<file path="config.mk">
export PLATFORM = sky130hd
export DESIGN_NAME = mmio_periph_flat
export DESIGN_NICKNAME = d
export VERILOG_FILES = /design/src/rtl/mmio_periph_pkg.sv /design/src/rtl/mmio_periph_if.sv /design/src/rtl/mmio_periph_prescaler.sv /design/src/rtl/mmio_periph.sv /design/src/flat_wrapper.sv
export SDC_FILE = /design/constraint.sdc
export NUM_CORES = 1
export LEC_CHECK = 0
export ABC_CLOCK_PERIOD_IN_PS = 7600
export CORE_MARGIN = 2
export CORE_UTILIZATION = 45
export CTS_BUF_LIST = sky130_fd_sc_hd__clkbuf_8 sky130_fd_sc_hd__clkbuf_16
export DETAILED_ROUTE_END_ITERATION = 16
export PLACE_DENSITY_LB_ADDON = 0.12
export SYNTH_ARGS = -nofsm -noshare
export SYNTH_HDL_FRONTEND = slang
export SYNTH_HIERARCHICAL = 1
export SYNTH_SLANG_ARGS = --single-unit
</file>
<file path="constraint.sdc">
create_clock -name clk -period 7.6 [get_ports clk]
set_clock_uncertainty 0.1 [all_clocks]
set_input_delay 2.28 -clock clk [delete_from_list [all_inputs] [get_ports clk]]
set_output_delay 2.28 -clock clk [all_outputs]
set_load 0.02 [all_outputs]
</file>
<file path="src/rtl/mmio_periph_pkg.sv">
// Shared constants for the memory-mapped peripheral and the address decoder.
// The decoder and mmio_periph must agree on these addresses and widths.
// No logic lives here.
package mmio_periph_pkg;

  localparam logic [31:0] MMIO_LED_ADDR = 32'h0000_7f00;
  localparam logic [31:0] MMIO_CNT_ADDR = 32'h0000_7f20;
  localparam int          MMIO_LED_W    = 16;
  localparam int          MMIO_CNT_W    = 32;
  localparam int          MMIO_PRE_W    = 16;

  typedef logic [MMIO_CNT_W-1:0] cnt_t;

endpackage

</file>
<file path="src/rtl/mmio_periph_if.sv">
// MEM-stage side bus of the peripheral: strobes and data in, load data, LEDs and status out.
// The master drives the core-side strobes and data. The slave is the peripheral.
// Purely a signal bundle with no flow control.
interface mmio_periph_if #(
  parameter int LED_W = mmio_periph_pkg::MMIO_LED_W
) ();

  logic             cpu_en;
  logic             is_count;
  logic             is_led;
  logic [31:0]      wdata;
  logic [31:0]      mem_rdata;
  logic [31:0]      rdata_out;
  logic [LED_W-1:0] led;
  logic [31:0]      cnt_dbg;
  logic             cnt_ovf;

  modport master (
    output cpu_en, is_count, is_led, wdata, mem_rdata,
    input  rdata_out, led, cnt_dbg, cnt_ovf
  );

  modport slave (
    input  cpu_en, is_count, is_led, wdata, mem_rdata,
    output rdata_out, led, cnt_dbg, cnt_ovf
  );

endinterface

</file>
<file path="src/rtl/mmio_periph_prescaler.sv">
// Prescaler: tick pulses once every DIV enabled cycles.
// Tick is combinational in the same cycle that pre wraps.
// When en is low, pre holds its value and tick stays 0.
module mmio_prescaler
  import mmio_periph_pkg::*;
#(
  parameter int DIV = 1
) (
  input  logic clk,
  input  logic rst,
  input  logic en,
  output logic tick
);

  localparam logic [MMIO_PRE_W-1:0] PRE_MAX = MMIO_PRE_W'(DIV - 1);

  logic [MMIO_PRE_W-1:0] r_pre;
  logic                  w_wrap;

  assign w_wrap = (r_pre == PRE_MAX);
  assign tick   = en & w_wrap;

  // Advance the phase counter on enabled cycles and wrap at DIV-1.
  always_ff @(posedge clk or posedge rst) begin
    if (rst) begin
      r_pre <= '0;
    end else if (en) begin
      r_pre <= w_wrap ? '0 : r_pre + MMIO_PRE_W'(1);
    end
  end

endmodule

</file>
<file path="src/rtl/mmio_periph.sv">
// Cycle counter at 0x7f20 and LED register at 0x7f00, placed downstream of the address decoder.
// Counter reads go through a zero-latency combinational load-data mux. LED writes appear one cycle later.
// This block never stalls. A write is committed only on a cycle with cpu_en high.
module mmio_periph
  import mmio_periph_pkg::*;
#(
  parameter int LED_W = MMIO_LED_W,
  parameter int DIV   = 1
) (
  input  logic          clk,
  input  logic          rst,
  mmio_periph_if.slave  bus
);

  cnt_t             r_cnt;
  logic [LED_W-1:0] r_led;
  logic             r_ovf;
  logic             w_tick;
  logic             w_unused_wdata;

  mmio_prescaler #(
    .DIV (DIV)
  ) u_pre (
    .clk  (clk),
    .rst  (rst),
    .en   (bus.cpu_en),
    .tick (w_tick)
  );

  // Free-running counter. The wrap past all-ones latches the sticky overflow flag.
  always_ff @(posedge clk or posedge rst) begin
    if (rst) begin
      r_cnt <= '0;
      r_ovf <= 1'b0;
    end else if (w_tick) begin
      r_cnt <= r_cnt + cnt_t'(1);
      if (r_cnt == '1) begin
        r_ovf <= 1'b1;
      end
    end
  end

  // LED register. A stalled store (cpu_en low) re-presents later, so it is written only once.
  always_ff @(posedge clk or posedge rst) begin
    if (rst) begin
      r_led <= '0;
    end else if (bus.is_led && bus.cpu_en) begin
      r_led <= bus.wdata[LED_W-1:0];
    end
  end

  // A counter read returns the pre-increment register value, even when a tick lands in the same cycle.
  assign bus.rdata_out = bus.is_count ? r_cnt : bus.mem_rdata;
  assign bus.led       = r_led;
  assign bus.cnt_dbg   = r_cnt;
  assign bus.cnt_ovf   = r_ovf;

  // The upper store bits have no destination.
  assign w_unused_wdata = ^bus.wdata;

endmodule

</file>
<file path="src/flat_wrapper.sv">
// flat-port wrapper written by rule: the top's interface ports become plain ports
module mmio_periph_flat import mmio_periph_pkg::*;
#(
  parameter int LED_W = MMIO_LED_W,
  parameter int DIV   = 1
)
  (clk, rst, bus_cpu_en, bus_is_count, bus_is_led, bus_wdata, bus_mem_rdata, bus_rdata_out, bus_led, bus_cnt_dbg, bus_cnt_ovf);
  mmio_periph_if #(.LED_W(LED_W)) bus_i ();
  input  logic clk;
  input  logic rst;
  input wire logic [$bits(bus_i.cpu_en)-1:0] bus_cpu_en;
  input wire logic [$bits(bus_i.is_count)-1:0] bus_is_count;
  input wire logic [$bits(bus_i.is_led)-1:0] bus_is_led;
  input wire logic [$bits(bus_i.wdata)-1:0] bus_wdata;
  input wire logic [$bits(bus_i.mem_rdata)-1:0] bus_mem_rdata;
  output wire logic [$bits(bus_i.rdata_out)-1:0] bus_rdata_out;
  output wire logic [$bits(bus_i.led)-1:0] bus_led;
  output wire logic [$bits(bus_i.cnt_dbg)-1:0] bus_cnt_dbg;
  output wire logic [$bits(bus_i.cnt_ovf)-1:0] bus_cnt_ovf;
  assign bus_i.cpu_en = bus_cpu_en;
  assign bus_i.is_count = bus_is_count;
  assign bus_i.is_led = bus_is_led;
  assign bus_i.wdata = bus_wdata;
  assign bus_i.mem_rdata = bus_mem_rdata;
  assign bus_rdata_out = bus_i.rdata_out;
  assign bus_led = bus_i.led;
  assign bus_cnt_dbg = bus_i.cnt_dbg;
  assign bus_cnt_ovf = bus_i.cnt_ovf;
  mmio_periph #(.LED_W(LED_W), .DIV(DIV)) u_core (.clk(clk), .rst(rst), .bus(bus_i));
endmodule
</file>
==> run_1/met1.png <==
Bar = 20 um. Supply wires on this layer in grey.
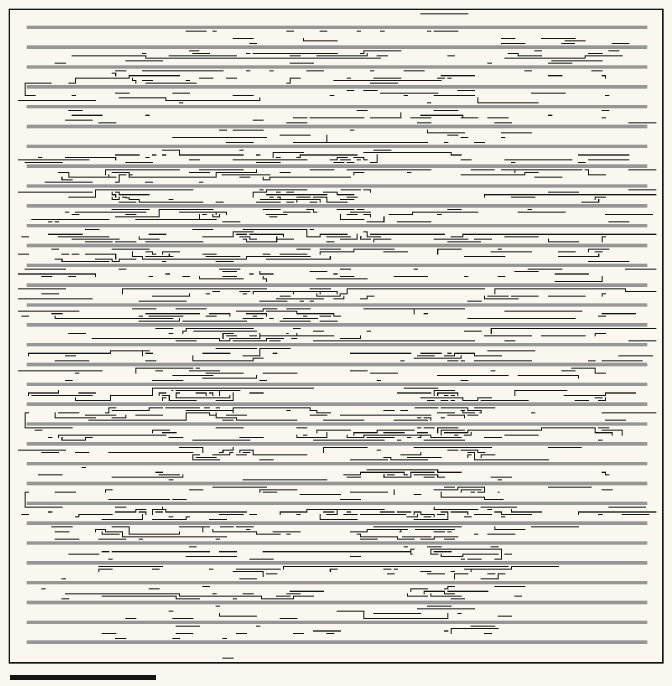
wire length on this layer	3360 um
longest straight run	32.2 um
main direction	horizontal
share of all routed wire	44%
nets with wire on the layer	400

==> run_1/met2.png <==
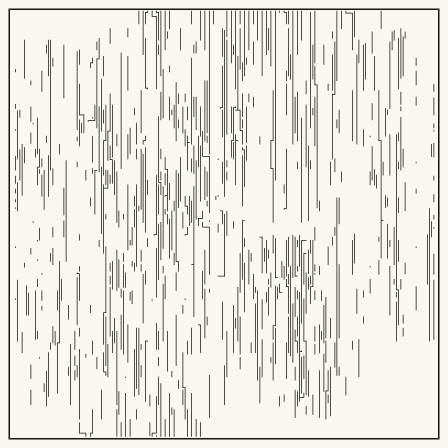
longest straight run	37.1 um
nets with wire on the layer	408
share of all routed wire	48%

==> run_1/met3.png <==
Bar = 20 um.
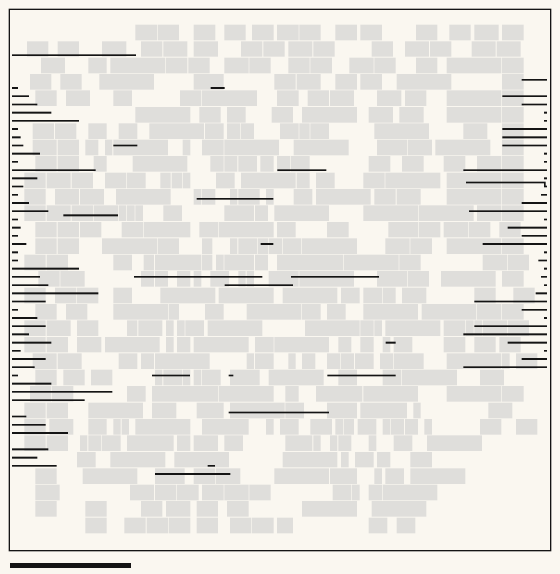
main direction	horizontal
share of all routed wire	6.9%
wire length on this layer	526 um
nets with wire on the layer	90
longest straight run	20.9 um

==> metrics.log, run 1 <==
[report] extracting results
[metrics] non-clock inverter total of the final layout: 9
[metrics] number of optimization iterations in the first detailed-route pass: 4
[metrics] pwr/cell area: 189 mW/mm^2
[metrics] fraction of final layout cells sized beyond drive strength 1: 18.0%
[metrics] Cell Area, Synth: 0.00328 sq mm
[metrics] routed len/inst: 14.9 um
[metrics] multi-input gate share of the layout cell area: 32.3%
[metrics] chain of cells forming the critical path: clkdlybuf4s50_1 -> buf_4 -> mux2_2 -> clkdlybuf4s50_1
[metrics] count of maximum capacitance violations: 0
[metrics] proportion of power drawn by combinational gates: between 20% and 30%
[metrics] area inside the core boundary: 0.00718 sq mm
[metrics] maximum clock frequency: 155 MHz
[metrics] ClkCell Share: 4.51%
[metrics] remaining number of nets flagged by the antenna check after routing: 0
[metrics] Reg clk slew, reported paths: 0.07 ns
[metrics] number of warning messages in the logs: 43
[metrics] leakage power: approximately 2.1 nW
[metrics] Area after DPL: 0.00472 sq mm
[metrics] Die Wd: a little under 90 um
[metrics] length in cells of the worst reg-to-reg path: 8
[metrics] crit end category: output port
[metrics] largest net degree at the start of global routing: 50
[metrics] library cell contributing the largest single delay on the critical path: clkdlybuf4s50_1
[metrics] vias in the first global route: around 2500
[metrics] synthesized-area fraction occupied by adder cells: 1.14%
[metrics] residual DRC count: 0
[metrics] Leading cell kind: registers
[metrics] run status: finished, final reports clean
[metrics] Sinks on Clock Net: 65
[metrics] sequential fraction of the synthesis area: 49.5%
[metrics] Tightest Pin Transition: 0.981 ns
[metrics] wire length of the first global-routing pass: 12200 um
[metrics] post-layout min period: 6.44 ns
[metrics] Die Ht: 89.4 um
[metrics] Critical Path AT: slightly above 4 ns
[metrics] multi-input logic cell count: 188
[metrics] Clock Tree Root: clkbuf_8
[metrics] register share of the cell area: 32.9%
[metrics] worst-case vdd ir drop: 91.7 uV
[metrics] switch share: a little over a quarter
[metrics] Filler Cells Inserted: ~550
[metrics] power attributed to sequential cells: 0.413 mW
[metrics] RD Place Congestion: 0.859
[metrics] slowest cell delay on critical path: between 0.5 and 0.6 ns
[metrics] Crit path depth: 4
[metrics] prevailing logic family in the synthesized netlist: simple AND/OR/NAND/NOR gates
[metrics] combinational power: 0.193 mW
[metrics] max_slew headroom: 34.5%
[metrics] Seq. cell area: 0.00163 sq mm
[metrics] multiplexer fraction of the synthesized cell area: 17.1%
[metrics] cell count listed in synth_stat.txt: between 200 and 300
[metrics] group drawing the most power: sequential cells
[metrics] global route total overflow: 0
[metrics] maximum net fanout on the critical path: 32
[metrics] cell type contributing the most total cell area after synthesis: dfrtp_1
[metrics] reg-to-reg critical path startpoint: u_core/u_pre/r_pre[0]
[metrics] Final Max-Slew Violation Tally: 0
[metrics] count of final setup violators: 0
[metrics] total of plain and repair buffers excluding clock buffers: 134
[metrics] most numerous cell on the critical path: clkdlybuf4s50_1
[metrics] area grow syn2layout: 50.5%
[metrics] share of power burned in the clock network: 35.0%
[metrics] biggest area contributors in the synthesized netlist: dfrtp_1 50%, mux2_2 17%, xnor2_1 9.6%
[metrics] Hold Violations, Final: 0
[metrics] Worst Path Required: 5.22 ns
[metrics] Cell variety after synth: 26
[metrics] reg-to-reg slack, setup: 4.63 ns
[metrics] initial antenna violation count: 0
[metrics] path category of the worst min-delay check: flip-flop to flip-flop
## run 1: layer usage
layer,up-vias,track usage (%),share of wire [%]
li1,1232,-,-
met1,1240,26.6,44
met2,107,31.5,47
met3,7,7.20,6.9
met4,0,6.11,1.3
met5,-,0,0
## run 1: synthesized netlist by cell type
library cell	count
dfrtp_1	65
mux2_2	49
xnor2_1	36
nand4_1	21
nand2_1	17
nor2_1	12
xor2_1	10
inv_1	9
nand3_1	8
and3_1	6
nor4_1	5
and4_1	3
buf_1	3
ha_1	3
nand4_4	3
nor4_4	3
and2_1	2
clkbuf_1	2
nor3_1	2
nor3_2	2
nor4b_1	2
a41o_1	1
buf_4	1
mux2i_1	1
nand3_2	1
or4_4	1
==> run_1/final_clocks.png <==
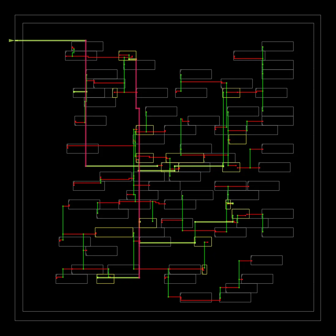

--- run 2 (diff from run 1) ---
--- a/config.mk
+++ b/config.mk
@@ -5,9 +5,9 @@
 export SDC_FILE = /design/constraint.sdc
 export NUM_CORES = 1
 export LEC_CHECK = 0
-export ABC_CLOCK_PERIOD_IN_PS = 7600
+export ABC_CLOCK_PERIOD_IN_PS = 6200
 export CORE_MARGIN = 2
-export CORE_UTILIZATION = 45
+export CORE_UTILIZATION = 42
 export CTS_BUF_LIST = sky130_fd_sc_hd__clkbuf_8 sky130_fd_sc_hd__clkbuf_16
 export DETAILED_ROUTE_END_ITERATION = 16
 export PLACE_DENSITY_LB_ADDON = 0.12
==> constraint.sdc (replaced) <==
create_clock -name clk -period 6.2 [get_ports clk]
set_clock_uncertainty 0.1 [all_clocks]
set_input_delay 1.86 -clock clk [delete_from_list [all_inputs] [get_ports clk]]
set_output_delay 1.86 -clock clk [all_outputs]
set_load 0.02 [all_outputs]
==> run_2/final_clocks.png <==
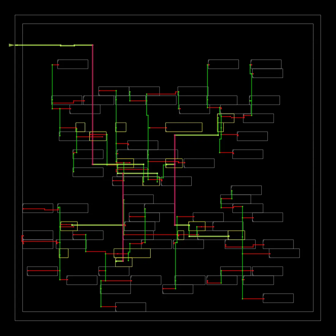
Clock group: 0.392 mW
Clock Buffer Count: 9

==> run 2 against run 1 <==
Highest routed layer unchanged. Utilization decreased by 4.3 points. First-iteration DRC count decreased by 15%. Critical endpoint is now bus_rdata_out[11]. Critical path type unchanged. Sequential power increased by 23%.
==> metrics.log, run 2 <==
[report] extracting results
[metrics] slowest cell delay on critical path: 0.54 ns (about the same)
[metrics] chain of cells forming the critical path: clkdlybuf4s50_1 -> buf_4 -> mux2_2 -> clkdlybuf4s50_1
[metrics] routed wire length on met3: 499 um (-5.1%)
[metrics] crit end category: output port
[metrics] GR Layer Usage met2: 31.4% (-0.067 points)
[metrics] run status: finished, final reports clean
[metrics] maximum net fanout on the critical path: 32 (unchanged)
[metrics] biggest area contributors in the synthesized netlist: dfrtp_1 50%, mux2_2 17%, xnor2_1 9.6%
[metrics] Crit path depth: 4 (unchanged)
[metrics] most numerous cell on the critical path: clkdlybuf4s50_1
[metrics] proportion of power drawn by combinational gates: 20.7% (about the same)
[metrics] RD Place Congestion: 0.805 (-6.3%)
[metrics] count of maximum capacitance violations: 0 (unchanged)
[metrics] Final Max-Slew Violation Tally: 0 (unchanged)
[metrics] combinational power: 0.235 mW (+22%)
[metrics] area inside the core boundary: 0.00765 sq mm (+6.6%)
[metrics] highest routing layer actually used: met4
[metrics] Clock Tree Root: clkbuf_8
[metrics] cell type contributing the most total cell area after synthesis: dfrtp_1
[metrics] sequential fraction of the synthesis area: 49.5% (unchanged)
[metrics] maximum clock frequency: around 180 MHz
[metrics] Cell Area, Synth: 0.00328 sq mm (unchanged)
[metrics] number of warning messages in the logs: 43 (unchanged)
[metrics] pwr/cell area: 230 mW/mm^2 (+22%)
[metrics] M3 GR Usage: 4.56% (-2.6 points)
[metrics] async set or reset register ratio after synthesis: 100% (unchanged)
[metrics] routed length on met1: 3140 um (-6.7%)
[metrics] Area after DPL: 0.00472 sq mm (about the same)
[metrics] largest net degree at the start of global routing: 50 (unchanged)
[metrics] global route total overflow: 0 (unchanged)
[metrics] residual DRC count: 0 (unchanged)
[metrics] Filler Cells Inserted: 626 (+14%)
[metrics] cell with the most instances after synthesis: dfrtp_1
[metrics] initial antenna violation count: 0 (unchanged)
[metrics] Seq. cell area: 0.00163 sq mm (unchanged)
[metrics] Die Wd: 92.4 um (+3.4%)
[metrics] switch share: 27.9% (+1.1 points)
[metrics] Critical Path AT: 3.62 ns (-0.44 ns)
[metrics] met1 routing resource usage after global routing: 23.2% (-3.4 points)
-- run 2: cell counts after synthesis --
Identical to the previous run, type by type.
-- run 2: logic make-up after synthesis --
| family | Yosys count | share of synthesized area (%) |
|---|---|---|
| simple gates | 88 | 17.8 |
| flops | 65 | 49.5 |
| mux | 50 | 17.1 |
| xor+xnor | 46 | 12.3 |
| buf+inv | 15 | 1.83 |
| fa+ha+maj | 3 | 1.14 |
| compound gates | 1 | 0.305 |
-- run 2: cell type report --
type / instances / area share [%]
clock buffers: 9 / 2.51
clock inverters: 7 / 1.90
inverters: 9 / 0.684
multi-input cells: 188 / 32.3
flip-flops and latches: 65 / 32.9
well taps: 102 / 2.58
repair buffers: 134 / 27.1
Power and IR drop assume default switching activity.
